**Run 1: sequential cells coloured by netlist name**

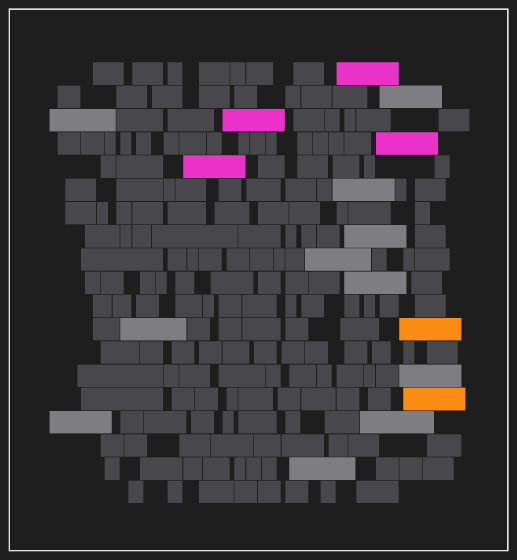
**Run 1: placement by cell class**

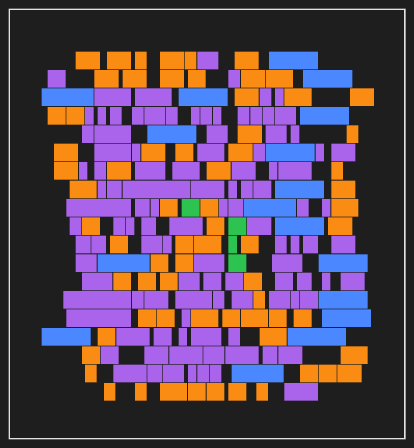
**Run 1: placement density heat map**

6 x 6 tiles, from black (low) to pale yellow (high), 0 to 100% covered.
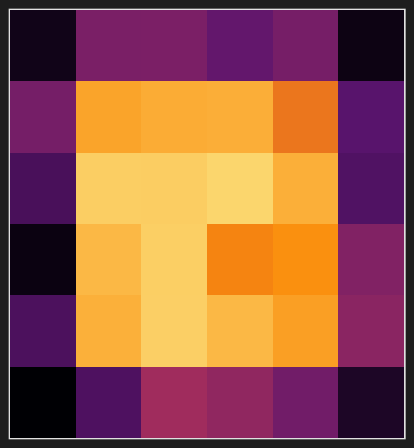
**src/rtl/rom16x1_rr_arb.sv**
```systemverilog
// rom16x1_rr_arb: round-robin arbiter sharing one ROM16X1A between 4 requesters.
// Two-stage pipeline: issue (grant + ROM address) then capture (DO/DOV/DOID).
// Optional macro ROM_SCAN_EN adds a background scan of the ROM into SIG and
// compares it against INITVAL (SCAN_DONE/SCAN_ERR).
module rom16x1_rr_arb #(
  parameter logic [15:0] INITVAL = 16'h0000
) (
  input  logic        CK,
  input  logic        RST,
  input  logic [3:0]  REQ,
  input  logic [15:0] ADDR,
  output logic [3:0]  GNT,
  output logic [3:0]  ROM_AD,
  input  logic        ROM_DO,
  output logic        DO,
  output logic        DOV,
  output logic [1:0]  DOID,
  output logic        BUSY
`ifdef ROM_SCAN_EN
  ,
  output logic        SCAN_DONE,
  output logic        SCAN_ERR,
  output logic [15:0] SIG
`endif
);

  logic [1:0] ptr;      // round-robin search start
  logic [1:0] gnt_id;   // index of the requester granted in the issue stage
  logic       found;
  logic [1:0] win;
  logic [1:0] idx;

  // Winner search from ptr upward; a requester granted last cycle is masked.
  // An X on REQ makes the if-condition false, so it counts as no request.
  always_comb begin
    found = 1'b0;
    win   = ptr;
    idx   = ptr;
    for (int k = 0; k < 4; k++) begin
      idx = ptr + k[1:0];
      if (!found && REQ[idx] && !GNT[idx]) begin
        found = 1'b1;
        win   = idx;
      end
    end
  end

`ifdef ROM_SCAN_EN
  logic [3:0] cnt;        // next ROM address to scan
  logic [3:0] scan_idx;   // address of the scan slot in flight
  logic       scan_slot;  // a scan slot was issued last edge
  logic       scan_go;

  // Scan only while unfinished, and stop issuing once bit 15 is in flight.
  assign scan_go = !SCAN_DONE && !(scan_slot && scan_idx == 4'hF) && !found;
`endif

  // Issue stage: register grant, ROM address and busy flag.
  always_ff @(posedge CK) begin
    if (RST) begin
      GNT    <= 4'b0000;
      ROM_AD <= 4'h0;
      BUSY   <= 1'b0;
      ptr    <= 2'd0;
      gnt_id <= 2'd0;
    end else if (found) begin
      GNT    <= 4'b0001 << win;
      ROM_AD <= ADDR[{win, 2'b00} +: 4];
      BUSY   <= 1'b1;
      ptr    <= win + 2'd1;
      gnt_id <= win;
`ifdef ROM_SCAN_EN
    end else if (scan_go) begin
      GNT    <= 4'b0000;
      ROM_AD <= cnt;
      BUSY   <= 1'b1;
`endif
    end else begin
      GNT    <= 4'b0000;
      BUSY   <= 1'b0;
    end
  end

  // Capture stage: a request slot issued last edge returns its ROM bit.
  always_ff @(posedge CK) begin
    if (RST) begin
      DO   <= 1'b0;
      DOV  <= 1'b0;
      DOID <= 2'd0;
    end else if (|GNT) begin
      DO   <= ROM_DO;
      DOV  <= 1'b1;
      DOID <= gnt_id;
    end else begin
      DOV  <= 1'b0;
    end
  end

`ifdef ROM_SCAN_EN
  // Scanner: advance on idle slots, fold captured bits into SIG, judge at bit 15.
  always_ff @(posedge CK) begin
    if (RST) begin
      cnt       <= 4'h0;
      scan_idx  <= 4'h0;
      scan_slot <= 1'b0;
      SIG       <= 16'h0000;
      SCAN_DONE <= 1'b0;
      SCAN_ERR  <= 1'b0;
    end else begin
      scan_slot <= scan_go;
      if (scan_go) begin
        cnt      <= cnt + 4'h1;
        scan_idx <= cnt;
      end
      if (scan_slot) begin
        SIG[scan_idx] <= ROM_DO;
        if (scan_idx == 4'hF) begin
          SCAN_DONE <= 1'b1;
          SCAN_ERR  <= ({ROM_DO, SIG[14:0]} != INITVAL);
        end
      end
    end
  end
`else
  // Without the scanner INITVAL is informational only.
  if (INITVAL == 16'h0000) begin : g_initval_default
  end
`endif

endmodule
```
**config.mk**
```make
export PLATFORM = sky130hd
export DESIGN_NAME = rom16x1_rr_arb
export DESIGN_NICKNAME = d
export VERILOG_FILES = /design/src/rtl/rom16x1_rr_arb.sv
export SDC_FILE = /design/constraint.sdc
export NUM_CORES = 1
export LEC_CHECK = 0
export CORE_ASPECT_RATIO = 1.1
export CORE_MARGIN = 4
export CORE_UTILIZATION = 40
export CTS_CLUSTER_SIZE = 25
export DETAILED_ROUTE_END_ITERATION = 12
export GPL_ROUTABILITY_DRIVEN = 1
export PLACE_DENSITY = 0.71
export SETUP_SLACK_MARGIN = 0.4
export SLEW_MARGIN = 10
export SYNTH_ARGS = -nofsm -noshare
export SYNTH_HDL_FRONTEND = slang
export SYNTH_SLANG_ARGS = --single-unit
```
**constraint.sdc**
```tcl
create_clock -name CK -period 2.3 [get_ports CK]
set_clock_uncertainty 0.2 [all_clocks]
set_input_delay 0.69 -clock CK [delete_from_list [all_inputs] [get_ports CK]]
set_output_delay 0.69 -clock CK [all_outputs]
set_load 0.03 [all_outputs]
```
==> impl_metrics.json, run 1 <==
{
  "worstSetupPathType": "primary input to flop",
  "path_cells": "buf_4 -> nor2b_4 -> buf_6 -> o211ai_2 -> o21ai_2 -> or4_1 -> nand3_1",
  "wire_per_inst_microns": 18.3,
  "synth_xor_xnor_area_share_pct": 0,
  "cp_slowest_cell": "or4_1",
  "slew_violations": 0,
  "dominant-cell-class": "multi-input combinational cells",
  "die_x_microns": 58.2,
  "pin_count": 36,
  "status": "complete, no violations",
  "final_hold_viol_count": 0,
  "synth_top_cell_by_area": "dfxtp_1",
  "path_buffers": 2,
  "multiInputCombCellCount": 107,
  "yosysTopAreaCellShare_pct": 30.7,
  "drt_pass1_iterations": 5,
  "cp.required_ps": 2340,
  "min_period_ps": 1940,
  "fill_cells": 203,
  "drv_cap": 0,
  "inverters": 0,
  "drive_gt1_share_pct": 46.4,
  "synth.net_count": 155,
  "grt_antenna_before_repair": 0,
  "synth_warnings": 0,
  "ff_type": "dfxtp_1",
  "mostFrequentLayoutCell": "buf_4",
  "num_antenna_cells": 0,
  "adder_share_pct": 0,
  "rr_endpoint": "ROM_AD[0]",
  "slew_headroom_pct": 52.5,
  "clk_share_pct": 1.40,
  "die_area_sq_mm": 0.00368,
  "ant_nets": 0,
  "nWellTaps": 31,
  "nonClkBufAreaFrac_pct": 30.7,
  "fin_ws_ps": 361,
  "synth_flops": 17,
  "avgSynthCellArea_sq_um": 8.40,
  "syn_inst": 132,
  "period_used_pct": 84.3,
  "worst_skew_pair.late_latency_ps": 290,
  "finalSetupTns_ps": 0,
  "drt_iter0_markers": 108,
  "rrSetupSlack_ps": 420,
  "worstHoldStart": "gnt_id[1]",
  "clock-sinks": 17,
  "synth.area.mux_share_pct": 3.61,
  "grt_usage_pct": 21.2,
  "nClkBuffers": 4
}
-- 'sequential cells coloured by netlist name' (at the start) --
| netlist name | colour | placed flops |
|---|---|---|
| DOID | orange | 2 |
| ROM_AD | magenta | 4 |
Flop area: 349 sq um
P_seq: 478 uW
final core occ: 72.9%
sequential share of cell area: 18.6%

-- 'placement by cell class' (at the start) --
| class | colour | cells |
|---|---|---|
| combinational and other logic | purple | 107 |
| sequential cells | blue | 17 |
| clock drivers and dummy loads | green | 4 |
| remaining buffers and delay cells | orange | 68 |
post-route cell area: 0.00187 sq mm
core area: 0.00257 sq mm
cell row count: 19

-- 'placement density heat map' (at the start) --
fullest tile: 91%
nearly empty tiles: 2.8%
densest ninth of the die: centre
mean over tiles: 50%
tiles over 75% full: 39%
Initial Util: 43.2%

run 1: per-layer routing:
layer	vias to the layer above	share of wire [%]	track usage (%)
li1	638	-	-
met1	641	39	27.3
met2	74	52	35.7
met3	15	7.1	3.27
met4	0	2.3	6.38
met5	-	0	0
run 1: worst max path at each step:
stage | depth (start not counted) | to | start | slack [ps]
after floorplan | 6 | gnt_id[0] | REQ[3] | 330
after global placement | 6 | ROM_AD[3] | REQ[3] | -340
after detailed placement | 7 | gnt_id[0] | REQ[1] | -380
after CTS | 5 | gnt_id[0] | RST | 290
after global routing | 7 | gnt_id[0] | REQ[3] | 330
final | 7 | gnt_id[0] | REQ[3] | 360
run 1: registers in the layout, summed over array words and instances (netlist names):
signal  flops
gnt_id      2
ROM_AD      4
ptr         2
GNT         4
DOID        2
DOV         1
BUSY        1
DO          1
run 1: per-stage QoR:
step                utilization [%]  cells  total power, uW  instance area [sq um]
finish                         72.9    227             1660                   1870
global route                   72.9    227             1750                   1870
CTS                            69.6    222             1560                   1790
detailed placement             63.7    215             1320                   1640
global placement               63.7    215             1300                   1640
floorplan                         -    132              966                   1120
run 1: synth_stat cells, drive strengths merged, types with 2 or more instances:
cell type / count
a21oi: 7
a221oi: 5
a311oi: 4
and2: 2
buf: 7
dfxtp: 17
mux2i: 4
nand2: 9
nand2b: 6
nand3: 5
nand4: 3
nor2: 16
nor2b: 5
nor3: 4
nor3b: 2
nor4: 2
o2111ai: 2
o21a: 3
o21ai: 11
o311ai: 2
o31ai: 2
or2: 2
run 1: report_power, final:
group / internal [uW] / leakage [uW] / switching [uW]
clock: 67.3 / 0.0000150 / 100
sequential: 383 / 0.000143 / 94.9
combinational: 468 / 0.000606 / 543
total: 918 / 0.000764 / 738
==> run 2: changes to the inputs <==
- PLACE_DENSITY: 0.71 -> 0.74
- clock period: 2.3 -> 1.7 ns (I/O delays scaled with it)
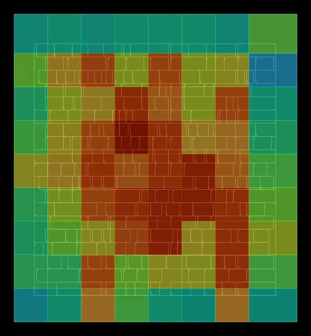
**Above:** run 2 (routing congestion).
All-Layer GR Usage: 23.6%
final core occ: 87.6%
GRT met2 Usage: 39.1%
most used routing layer: met2
Global Route met1 Usage: 29.8%

==> run 2 against run 1 <==
The flow now finishes with violations (negative setup slack). Worst hold slack better by 9.6 ps. Sequential cell count stayed put. Wire length is 22% higher. Final area is 20% higher. Area after synthesis stayed put. Critical path type is now flop to flop. Largest cell class unchanged. Largest power group unchanged.
==> impl_metrics.json, run 2 <==
{
  "cp_slowest_cell": "dfxtp_4",
  "wire_per_inst_microns": 20.6,
  "most_common_cell": "dfxtp_1",
  "path_buffers": 2,
  "synth_warnings": 0,
  "min_period_ps": 1850,
  "path_cells": "nand2b_4 -> buf_4 -> buf_4 -> nand4_1 -> nand3_4 -> o21ai_0 -> a311oi_1",
  "critPathTopFamily": "simple AND/OR/NAND/NOR gates",
  "dpl_cell_area_sq_mm": 0.00171,
  "flop_area_sq_um": 373,
  "final_area_sq_mm": 0.00225,
  "syn_inst": 132,
  "mostFrequentLayoutCell": "buf_4",
  "yosysTopAreaCellShare_pct": 30.7,
  "worstSetupPathType": "flop to flop",
  "die_x_microns": 58.2,
  "cp.required_ps": 1700,
  "drt_iter0_markers": 86,
  "drv_cap": 0,
  "avgSynthCellArea_sq_um": 8.40,
  "p_total_uw": 2790,
  "fin_ws_ps": -147,
  "ant_nets": 0,
  "final_hold_viol_count": 0,
  "status": "finished, violations left",
  "clock-sinks": 17,
  "core_area_sq_mm": 0.00257,
  "num_antenna_cells": 0,
  "yosysChipArea_sq_mm": 0.00111,
  "initial_utilization_pct": 43.2,
  "drive_gt1_share_pct": 61.4,
  "synth_top_cell_by_area": "dfxtp_1",
  "placement_rows": 19,
  "largestRegisters": "GNT x4, ROM_AD x4",
  "synth_flops": 17,
  "synth.net_count": 155,
  "drt_pass1_iterations": 4,
  "period_used_pct": 109,
  "worst_skew_pair.late_latency_ps": 310,
  "grt_antenna_before_repair": 0,
  "pin_count": 36,
  "ff_type": "dfxtp_1",
  "slew_headroom_pct": 68.8,
  "die_area_sq_mm": 0.00368,
  "slew_violations": 0,
  "failed_checks": "negative setup slack",
  "synth.top_cells.by_count": "dfxtp_1 (17), nor2_1 (16), o21ai_0 (10)",
  "clock_tree.buffer_depth": 2,
  "fill_cells": 127,
  "finalSetupViolations": 10
}
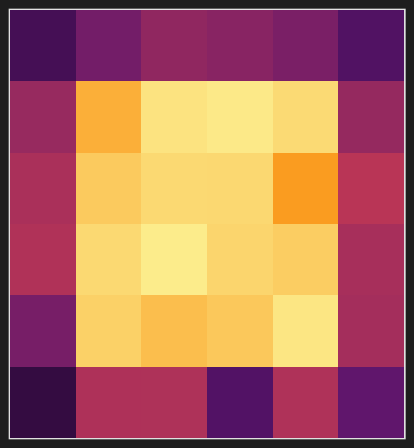
**Above:** run 2 (placement density heat map).
6 x 6 tiles, from black (low) to pale yellow (high), 0 to 100% covered.
mean over tiles: 60%
tiles over 75% full: 44%
densest ninth of the die: centre

-- run 2: cell counts after synthesis --
No cell type changed its count.
-- run 2: cell families (layout without fill, tap and decap cells) --
family	count (synthesis)	in the layout	synth area share, %
DFF	17	17	30.7
buffers and inverters	8	90	4.85
and+or+nand+nor	60	61	31.4
AOI/OAI and AO/OA	43	43	29.5
muxes	4	4	3.61
-- run 2: area by class of cell --
cell class,count,share of cell area (%)
multi-input cells,108,44.8
repair buffers,86,35.7
flip-flops and latches,17,16.6
well taps,31,1.72
clock buffers,3,1.00
clock inverters,1,0.222
-- run 2: metrics by stage --
step / setup TNS [ps] / std cells / worst slack, ps
2_1_floorplan: -284 / 132 / -77.3
3_3_place_gp: -7920 / 221 / -768
3_5_place_dp: -8210 / 221 / -817
4_1_cts: -142 / 235 / -26.6
5_1_grt: -1420 / 246 / -225
6_report: -830 / 246 / -147
-- run 2: power by group --
group / switching (uW) / internal [uW]
sequential: 127 / 534
clock: 149 / 87.8
combinational: 932 / 964
total: 1210 / 1590
-- run 2: path summary, 6_finish.rpt --
kind | endpoint | slack (ps) | from | depth (start not counted)
setup reg to reg | ROM_AD[3] | -150 | GNT[2] | 7
hold / removal | DOID[0] | 310 | DOID[0] | 2
setup / recovery | ROM_AD[3] | -150 | GNT[2] | 7
hold reg to reg | DOID[0] | 310 | DOID[0] | 2
-- run 2: what timing repair did --
item / in CTS / in global routing
pin swaps: 18 / 18
cloned: 1 / 0
gates resized: 83 / 31
buffers inserted: 9 / 11
setup endpoints to repair: 30 / 30
hold buffers: 0 / 0
-- run 2: metal layers --
layer | vias to the layer above | track usage [%] | part of all wire (%)
met1 | 727 | 29.8 | 38
met3 | 21 | 5.71 | 8.0
li1 | 679 | - | -
met2 | 91 | 39.1 | 50
met4 | 0 | 6.96 | 3.5
met5 | - | 0 | 0
Power figures rest on the tool's default switching activity, not on a simulated workload.
